File: src/rtl/stack_unit_if.sv
// ============================================================================
// stack_unit_if : CPU <-> data-stack request/response bundle
// Revision      : 1.0
// ============================================================================
`default_nettype none

interface stack_unit_if #(
  parameter int WIDTH  = 16,
  parameter int ADDR_W = 8
);
  logic              i_valid;
  logic [2:0]        i_op;
  logic [WIDTH-1:0]  i_data;
  logic              o_ready;
  logic [WIDTH-1:0]  o_top;
  logic [WIDTH-1:0]  o_next;
  logic [ADDR_W:0]   o_depth;
  logic              o_empty;
  logic              o_full;
  logic              o_overflow;
  logic              o_underflow;

  modport master (
    output i_valid, i_op, i_data,
    input  o_ready, o_top, o_next, o_depth, o_empty, o_full, o_overflow, o_underflow
  );

  modport slave (
    input  i_valid, i_op, i_data,
    output o_ready, o_top, o_next, o_depth, o_empty, o_full, o_overflow, o_underflow
  );
endinterface

`default_nettype wire

File: src/rtl/stack_unit.sv
// ============================================================================
// stack_unit : data stack with T/N registers and a downward-growing spill RAM
// Revision   : 1.0
// ============================================================================
`default_nettype none

module stack_unit #(
  parameter int WIDTH  = 16,
  parameter int ADDR_W = 8
) (
  input  wire logic      i_clock,
  input  wire logic      i_reset_n,
  stack_unit_if.slave    bus
);

  localparam int DEPTH = 2 ** ADDR_W;

  localparam logic [ADDR_W:0] FULL_COUNT = (ADDR_W + 1)'(DEPTH + 2);
  localparam logic [ADDR_W:0] CNT_ZERO   = '0;
  localparam logic [ADDR_W:0] CNT_ONE    = (ADDR_W + 1)'(1);
  localparam logic [ADDR_W:0] CNT_TWO    = (ADDR_W + 1)'(2);
  localparam logic [ADDR_W:0] CNT_THREE  = (ADDR_W + 1)'(3);

  localparam logic [2:0] OP_NOP     = 3'b000;
  localparam logic [2:0] OP_PUSH    = 3'b001;
  localparam logic [2:0] OP_POP     = 3'b010;
  localparam logic [2:0] OP_REPLACE = 3'b011;
  localparam logic [2:0] OP_SET     = 3'b100;
  localparam logic [2:0] OP_SWAP    = 3'b101;
  localparam logic [2:0] OP_DUP     = 3'b110;
  localparam logic [2:0] OP_RSVD    = 3'b111;

  typedef enum logic [0:0] {
    ST_IDLE   = 1'b0,
    ST_REFILL = 1'b1
  } state_e;

  state_e            state_q, state_d;
  logic [WIDTH-1:0]  t_q, t_d;
  logic [WIDTH-1:0]  n_q, n_d;
  logic [ADDR_W:0]   c_q, c_d;
  logic              ovf_q, ovf_d;
  logic              unf_q, unf_d;

  logic              ram_we;
  logic              ram_re;
  logic [ADDR_W-1:0] ram_addr;
  logic [ADDR_W-1:0] w_wr_addr;
  logic [ADDR_W-1:0] w_rd_addr;
  logic [WIDTH-1:0]  rd_data_q;
  logic [WIDTH-1:0]  mem [DEPTH];

  // DEPTH is a power of two, so DEPTH+1-c and DEPTH+2-c reduce to 1-c and 2-c mod DEPTH.
  assign w_wr_addr = ADDR_W'(1) - c_q[ADDR_W-1:0];
  assign w_rd_addr = ADDR_W'(2) - c_q[ADDR_W-1:0];

  always_comb begin
    state_d  = state_q;
    t_d      = t_q;
    n_d      = n_q;
    c_d      = c_q;
    ovf_d    = ovf_q;
    unf_d    = unf_q;
    ram_we   = 1'b0;
    ram_re   = 1'b0;
    ram_addr = w_wr_addr;

    if (state_q == ST_REFILL) begin
      n_d     = rd_data_q;
      state_d = ST_IDLE;
    end else if (bus.i_valid) begin
      case (bus.i_op)
        OP_PUSH, OP_DUP: begin
          if (c_q == FULL_COUNT) begin
            ovf_d = 1'b1;
          end else if (bus.i_op == OP_DUP && c_q == CNT_ZERO) begin
            unf_d = 1'b1;
          end else begin
            ram_we = (c_q >= CNT_TWO);
            n_d    = t_q;
            t_d    = (bus.i_op == OP_DUP) ? t_q : bus.i_data;
            c_d    = c_q + CNT_ONE;
          end
        end
        OP_POP, OP_REPLACE: begin
          if ((bus.i_op == OP_POP && c_q == CNT_ZERO) ||
              (bus.i_op == OP_REPLACE && c_q < CNT_TWO)) begin
            unf_d = 1'b1;
          end else begin
            t_d = (bus.i_op == OP_POP) ? n_q : bus.i_data;
            c_d = c_q - CNT_ONE;
            if (c_q >= CNT_THREE) begin
              ram_re   = 1'b1;
              ram_addr = w_rd_addr;
              state_d  = ST_REFILL;
            end else begin
              n_d = '0;
            end
          end
        end
        OP_SET: begin
          if (c_q == CNT_ZERO) unf_d = 1'b1;
          else                 t_d   = bus.i_data;
        end
        OP_SWAP: begin
          if (c_q < CNT_TWO) begin
            unf_d = 1'b1;
          end else begin
            t_d = n_q;
            n_d = t_q;
          end
        end
        OP_NOP, OP_RSVD: ;
        default: ;
      endcase
    end
  end

  always_ff @(posedge i_clock or negedge i_reset_n) begin
    if (!i_reset_n) begin
      state_q <= ST_IDLE;
      t_q     <= '0;
      n_q     <= '0;
      c_q     <= '0;
      ovf_q   <= 1'b0;
      unf_q   <= 1'b0;
    end else begin
      state_q <= state_d;
      t_q     <= t_d;
      n_q     <= n_d;
      c_q     <= c_d;
      ovf_q   <= ovf_d;
      unf_q   <= unf_d;
    end
  end

  // Backing store keeps its contents across reset; only the count is cleared.
  always_ff @(posedge i_clock) begin
    if (ram_we) mem[ram_addr] <= n_q;
    if (ram_re) rd_data_q <= mem[ram_addr];
  end

  assign bus.o_ready     = (state_q == ST_IDLE);
  assign bus.o_top       = t_q;
  assign bus.o_next      = n_q;
  assign bus.o_depth     = c_q;
  assign bus.o_empty     = (c_q == CNT_ZERO);
  assign bus.o_full      = (c_q == FULL_COUNT);
  assign bus.o_overflow  = ovf_q;
  assign bus.o_underflow = unf_q;

endmodule

`default_nettype wire

File: src/flat_wrapper.sv
// flat-port wrapper written by rule: the top's interface ports become plain ports
module stack_unit_flat 
#(
  parameter int WIDTH  = 16,
  parameter int ADDR_W = 8
)
  (i_clock, i_reset_n, bus_i_valid, bus_i_op, bus_i_data, bus_o_ready, bus_o_top, bus_o_next, bus_o_depth, bus_o_empty, bus_o_full, bus_o_overflow, bus_o_underflow);
  stack_unit_if #(.WIDTH(WIDTH), .ADDR_W(ADDR_W)) bus_i ();
  input  wire logic i_clock;
  input  wire logic i_reset_n;
  input wire logic [$bits(bus_i.i_valid)-1:0] bus_i_valid;
  input wire logic [$bits(bus_i.i_op)-1:0] bus_i_op;
  input wire logic [$bits(bus_i.i_data)-1:0] bus_i_data;
  output wire logic [$bits(bus_i.o_ready)-1:0] bus_o_ready;
  output wire logic [$bits(bus_i.o_top)-1:0] bus_o_top;
  output wire logic [$bits(bus_i.o_next)-1:0] bus_o_next;
  output wire logic [$bits(bus_i.o_depth)-1:0] bus_o_depth;
  output wire logic [$bits(bus_i.o_empty)-1:0] bus_o_empty;
  output wire logic [$bits(bus_i.o_full)-1:0] bus_o_full;
  output wire logic [$bits(bus_i.o_overflow)-1:0] bus_o_overflow;
  output wire logic [$bits(bus_i.o_underflow)-1:0] bus_o_underflow;
  assign bus_i.i_valid = bus_i_valid;
  assign bus_i.i_op = bus_i_op;
  assign bus_i.i_data = bus_i_data;
  assign bus_o_ready = bus_i.o_ready;
  assign bus_o_top = bus_i.o_top;
  assign bus_o_next = bus_i.o_next;
  assign bus_o_depth = bus_i.o_depth;
  assign bus_o_empty = bus_i.o_empty;
  assign bus_o_full = bus_i.o_full;
  assign bus_o_overflow = bus_i.o_overflow;
  assign bus_o_underflow = bus_i.o_underflow;
  stack_unit #(.WIDTH(WIDTH), .ADDR_W(ADDR_W)) u_core (.i_clock(i_clock), .i_reset_n(i_reset_n), .bus(bus_i));
endmodule
File: config.mk
export PLATFORM = sky130hd
export DESIGN_NAME = stack_unit_flat
export DESIGN_NICKNAME = d
export VERILOG_FILES = /design/src/rtl/stack_unit_if.sv /design/src/rtl/stack_unit.sv /design/src/flat_wrapper.sv
export SDC_FILE = /design/constraint.sdc
export NUM_CORES = 2
export LEC_CHECK = 0
export CORE_ASPECT_RATIO = 1.75
export CORE_UTILIZATION = 35
export DETAILED_ROUTE_END_ITERATION = 12
export PLACE_DENSITY = 0.51
export SYNTH_ARGS = -nofsm -noshare
export SYNTH_HDL_FRONTEND = slang
export SYNTH_SLANG_ARGS = --single-unit
File: constraint.sdc
create_clock -name i_clock -period 6.6 [get_ports i_clock]
set_input_delay 1.65 -clock i_clock [delete_from_list [all_inputs] [get_ports i_clock]]
set_output_delay 1.65 -clock i_clock [all_outputs]
set_load 0.005 [all_outputs]
**Met1 routing**

Supply wires on this layer in grey.
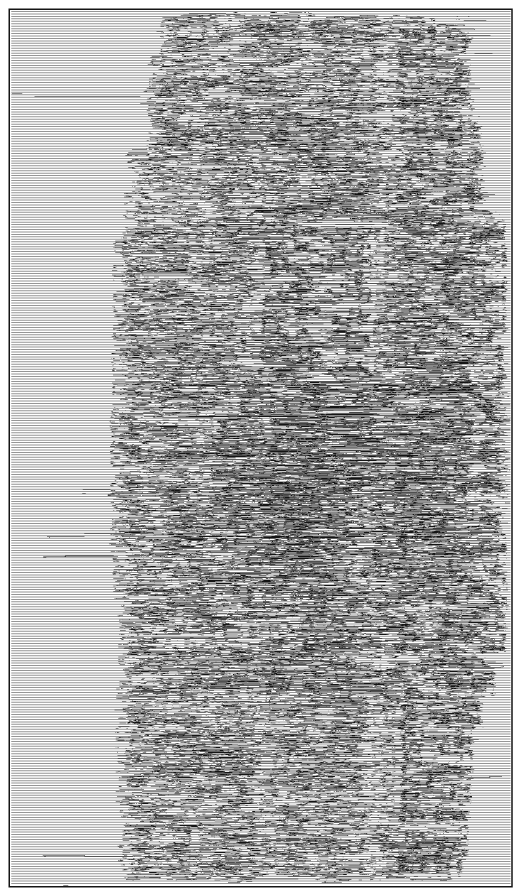
wire length on this layer: 244 mm
main direction: horizontal
longest straight run: 122 microns
nets with wire on the layer: 11676

==> flow_summary.json <==
{
  "outcome": "complete, but fails checks",
  "failing_checks": "max-capacitance violations, max-slew violations",
  "critPathMostFrequentCell": "sky130_fd_sc_hd__buf_4",
  "flop_share_of_the_area_pct": 57.42,
  "powerDensity_nw_per_um2": 518.1,
  "tapcell.inserted": 7160,
  "slew_violations": 1,
  "timing.critical_path.fanout_max": 44,
  "reg2reg_to": "u_core.rd_data_q[11]",
  "worst_ep_arrival_time_ns": 7.19,
  "grt_max_degree": 138,
  "num-clock-buffers": 451,
  "area_of_the_multi_input_gates_sq_um": 60330,
  "startpoint_type": "flop",
  "htree_levels": 5,
  "area.share.combinational_pct": 27.79,
  "core_area_sq_um": 536700,
  "floorplan.rows": 356,
  "netlist_instances": 11850,
  "global_route.overflow_total": 0,
  "cts_tree": "built",
  "postRouteAntennaNets": 0,
  "tool_warnings": 72,
  "regToRegSetupSlack_ns": 0.10,
  "critical_path.cell_chain": "inv_8 > ha_4 > nor3b_1 > o311ai_4 > buf_4 > nand3_2 > nand2_4 > buf_12 > o211ai_1 > o22a_1 > a31oi_1 > buf_4 > nand4bb_1 > buf_12 > o41ai_1 > buf_4 > nand4_1",
  "drv_cap": 1,
  "synth_top_cell_by_area": "sky130_fd_sc_hd__edfxtp_1"
}
**Signal wires on met2**

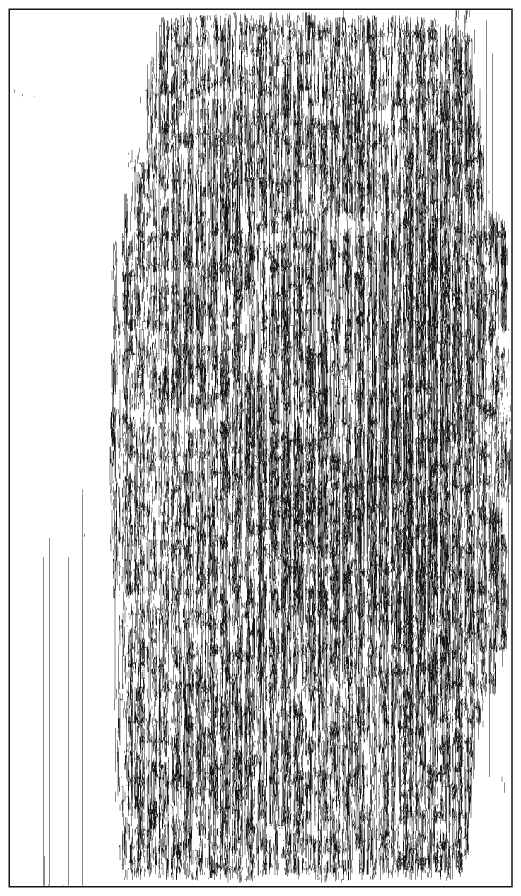
wire length on this layer: 339 mm
longest straight run: 435 microns
detailed-route wire length: 680.0 mm
number of vias after detailed routing: 121.2k

[power by group]
group / total, mW / switching, mW / internal, mW
Combinational: 57.1 / 35.8 / 21.3
Clock: 22.9 / 10.2 / 12.7
Sequential: 32.5 / 0.663 / 31.8
[cell usage after synthesis, drive strengths merged (67+ instances only)]
| master | n |
|---|---|
| o22ai | 114 |
| nand2 | 955 |
| buf | 398 |
| mux2 | 117 |
| a221oi | 304 |
| or2 | 67 |
| nor3 | 196 |
| a31oi | 108 |
| a21oi | 786 |
| a22oi | 456 |
| o311ai | 81 |
| nor2 | 421 |
| a22o | 100 |
| o2111ai | 82 |
| mux4 | 1026 |
| mux2i | 595 |
| a311oi | 92 |
| o21ai | 353 |
| clkbuf | 633 |
| edfxtp | 4112 |
[per-layer routing]
metal | global-route usage, % | up-vias | part of all wire (%)
li1 | - | 49900 | -
met1 | 28.35 | 64430 | 36
met2 | 41.97 | 5545 | 50
met3 | 2.989 | 1341 | 6.2
met4 | 17.69 | 10 | 8.2
met5 | 0 | - | 0.0090
[per-stage QoR]
step	utilization, %	hold slack (ns)
floorplan	-	0.4260
global placement	38.10	0.4521
detailed placement	38.11	0.4566
CTS	40.41	0.4738
global route	40.43	0.4961
finish	40.44	0.4648
[cell families after synthesis]
logic type	synth area share, %
flip-flops	66.11
AND/OR/NAND/NOR	4.282
buffers and inverters	2.376
XOR/XNOR	0.05578
adder cells (fa/ha/maj)	0.1036
AND-OR/OR-AND	10.95
multiplexers	16.12
[registers in the layout (all words and copies together) (netlist names)]
signal,cells
u_core.bus.o_depth,9
u_core.rd_data_q,16
u_core.state_q,1
u_core.bus.o_underflow,1
u_core.bus.o_next,16
u_core.bus.o_overflow,1
u_core.mem,4096
u_core.bus.o_top,16
